### Wiring heat map

12 x 12 tiles, from black (low) to pale yellow (high), scaled to the fullest tile. Values are wire area over tile area, all layers added.
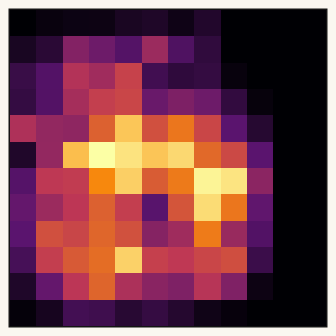
### Routed clock nets over the placement

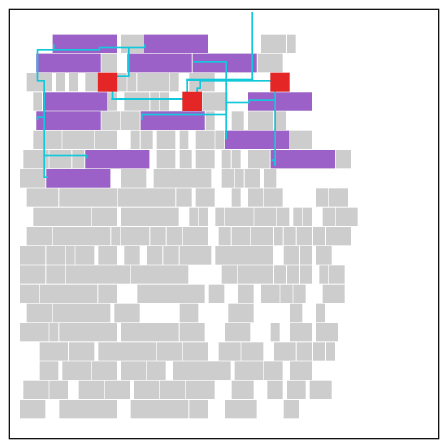
File: src/rtl/dec8_rr_sched.sv
// dec8_rr_sched: round-robin owner select for a shared 3-to-8 decoded resource.
// Grants are held until done, request withdrawal, or a MAX_HOLD-cycle limit.
module dec8_rr_sched #(
  parameter int MAX_HOLD = 16,
  parameter int CNT_W    = 5
) (
  input  logic       clk,
  input  logic       rst,
  input  logic [7:0] req,
  input  logic       done,
  output logic [2:0] sel,
  output logic       en,
  output logic       busy,
  output logic       timeout
);
  typedef enum logic {IDLE, BUSY} state_t;
  state_t           state_q, state_d;
  logic [2:0]       sel_q, sel_d, ptr_q, ptr_d, pick;
  logic [CNT_W-1:0] cnt_q, cnt_d;
  logic             to_q, to_d, rel;
  // Descending scan leaves the lowest rotated offset from ptr as the winner.
  always_comb begin
    pick = ptr_q;
    for (int i = 7; i >= 0; i--)
      if (req[ptr_q + 3'(i)]) pick = ptr_q + 3'(i);
  end
  assign rel = done || !req[sel_q] || cnt_q == CNT_W'(MAX_HOLD - 1);
  always_comb begin
    state_d = state_q;
    sel_d   = sel_q;
    ptr_d   = ptr_q;
    cnt_d   = cnt_q;
    to_d    = 1'b0;
    if (state_q == IDLE) begin
      state_d = |req ? BUSY : IDLE;
      sel_d   = |req ? pick : sel_q;
      cnt_d   = '0;
    end else if (rel) begin
      state_d = IDLE;
      ptr_d   = sel_q + 3'd1;
      cnt_d   = '0;
      to_d    = !done && req[sel_q];
    end else begin
      cnt_d   = cnt_q + CNT_W'(1);
    end
  end
  always_ff @(posedge clk or posedge rst) begin
    if (rst) begin
      state_q <= IDLE;
      sel_q   <= '0;
      ptr_q   <= '0;
      cnt_q   <= '0;
      to_q    <= 1'b0;
    end else begin
      state_q <= state_d;
      sel_q   <= sel_d;
      ptr_q   <= ptr_d;
      cnt_q   <= cnt_d;
      to_q    <= to_d;
    end
  end
  assign sel     = sel_q;
  assign en      = state_q == BUSY;
  assign busy    = state_q == BUSY;
  assign timeout = to_q;
endmodule

File: config.mk
export PLATFORM = sky130hd
export DESIGN_NAME = dec8_rr_sched
export DESIGN_NICKNAME = d
export VERILOG_FILES = /design/src/rtl/dec8_rr_sched.sv
export SDC_FILE = /design/constraint.sdc
export NUM_CORES = 1
export LEC_CHECK = 0
export ABC_CLOCK_PERIOD_IN_PS = 3080
export CORE_MARGIN = 1
export CORE_UTILIZATION = 50
export CTS_CLUSTER_DIAMETER = 60
export DETAILED_ROUTE_END_ITERATION = 8
export PLACE_DENSITY = 0.83
export REMOVE_ABC_BUFFERS = 1
export SLEW_MARGIN = 20
export SYNTH_ARGS = -nofsm -noshare
export SYNTH_HDL_FRONTEND = slang
export SYNTH_SLANG_ARGS = --single-unit
File: constraint.sdc
create_clock -name clk -period 3.08 [get_ports clk]
set_input_delay 0.616 -clock clk [delete_from_list [all_inputs] [get_ports clk]]
set_output_delay 0.616 -clock clk [all_outputs]
set_load 0.02 [all_outputs]
==> flow_summary.json <==
{
  "largest_register_ffs": 5,
  "final_nets": 211,
  "multiInputCombCellCount": 136,
  "buffer_area_share_pct": 14.5,
  "max_slew_margin_pct": 58.8,
  "buffer_ports.inserted": 16,
  "holdCritPathClass": "flip-flop to flip-flop",
  "hpwl_um": 3350,
  "arrival_ns": 2.94,
  "holdBufCountCts": 0,
  "unrepaired_setup_endpoints_after_global_routing": "false",
  "routability_cong": 0.957,
  "whs_ns": 0.470,
  "cp.buffers_inverters": 1,
  "reg2regPathDepth": 8,
  "critical_path.reg2reg.startpoint": "ptr_q[1]",
  "crit_top_cell": "nor3_1",
  "highest-signal-layer": "met4",
  "slowest_stage_delay_cp_ns": 0.73,
  "drt-total-wl_um": 4300,
  "cp_data_required_time_ns": 3.22,
  "seq-cell-share_pct": 16.4,
  "max_freq_ghz": 0.358,
  "yosysWarnings": 0,
  "synthTopLogicFamily": "multiplexers",
  "detailedRoute.firstPassIterationCount": 4,
  "first_iter_violations": 87,
  "clk_pin_slew_ns": 0.08,
  "measured_slew_at_the_worst_slew_check_pin_ns": 0.613,
  "design.die.area_um2": 3660,
  "cp_max_fo": 9,
  "timing.hold.worst.start": "cnt_q[0]",
  "cts_num_sinks": 13,
  "first_global_vias": 1449,
  "setup.worst_path.start": "req[0]",
  "largest_cell_class": "combinational gates",
  "inverters_non_clock": 8,
  "synth-cells-yosys": 177,
  "met1_length_um": 1660,
  "mux_area_share_pct": 37.4,
  "simple_gate_area_share_pct": 17.5,
  "initial_antenna_violation_count": 0,
  "worst-r2r-setup-slack_ns": 0.29,
  "gr-usage-met3_pct": 3.84,
  "clock_skew_ns": 0.00153,
  "numSequentialCells": 13,
  "share_of_flip_flops_with_an_asynchronous_set_or_reset_pct": 100,
  "synth.cellmix.xorXnorShare_pct": 3.07,
  "dieHeight_um": 60.5,
  "global_route.usage.met1_pct": 35.3,
  "floorplan.die.width_um": 60.5,
  "std_cell_rows": 20,
  "reg2reg_to": "sel[1]",
  "fp-utilization_pct": 54.3,
  "antenna_cells_inserted": 0,
  "num-clock-buffers": 3,
  "synth.cellmix.adderShare_pct": 3.65,
  "grt_remaining_overflow": 0,
  "run_status": "completed",
  "drive_above_1_share_pct": 24.2,
  "power_leakage_nw": 0.824,
  "first_pass_grt_wire_length_um": 7110,
  "yosys.stat.chipArea_um2": 1710,
  "irDropWorstVdd_uv": 667,
  "clock_path_buffers": 2,
  "area.growth.synth_to_final_pct": 15.7,
  "chain_of_cells_forming_the_critical_path": "clkdlybuf4s50_1, mux4_4, nor3_1, nor3_1, or3b_1, nor3_1, o221ai_1",
  "comb-cell-share_pct": 63.4,
  "timing.critical_path.to_type": "flip-flop",
  "enable_flop_cells": 0,
  "synth_top_cell_by_count": "mux4_2",
  "final_layout_top_logic_cells": "buf_4 (17), mux4_2 (16), clkdlybuf4s50_1 (16)",
  "synth_cell_types": 48,
  "power.total_mw": 2.34,
  "filler_cells": 241,
  "gr-usage-all-layers_pct": 26.4,
  "met2WireLength_um": 2240,
  "final_antenna_net_count": 0,
  "slew_viol_final": 0,
  "met3_wirelength_um": 390,
  "largest_area_contributor_in_the_netlist": "mux4_2",
  "setup_viol": 0,
  "nonClockBufferCount": 33
}
Back to the opening pictures, 'Wiring heat map':
The densest ninth of the die: center. The fullest tile reaches 0.62. 24% of the tiles are nearly empty. The emptiest ninth of the die: north-east.

Back to the opening pictures, 'Routed clock nets over the placement':
Key: purple = flip-flops [count 13]; cyan = clock wires [length 149 um]; red = clock-net drivers [count 3]
There are 4 routed clock nets.

-- where the power goes --
| part | switching [mW] | internal [mW] | total [mW] |
|---|---|---|---|
| Sequential | 0.0974 | 0.226 | 0.324 |
| Clock | 0.0562 | 0.0481 | 0.104 |
| Combinational | 0.970 | 0.938 | 1.91 |
-- metrics by stage --
| stage | std cells | TNS [ns] | worst slack (ns) | instance area (um^2) |
|---|---|---|---|---|
| after floorplan | 157 | -0.154 | -0.154 | 1610 |
| after global placement | 234 | 0 | 0.127 | 1950 |
| after detailed placement | 234 | 0 | 0.0312 | 1950 |
| after CTS | 238 | 0 | 0.325 | 1980 |
| after global routing | 238 | 0 | 0.174 | 1980 |
| final | 238 | 0 | 0.287 | 1980 |
Power is estimated from default activity; no workload was simulated.
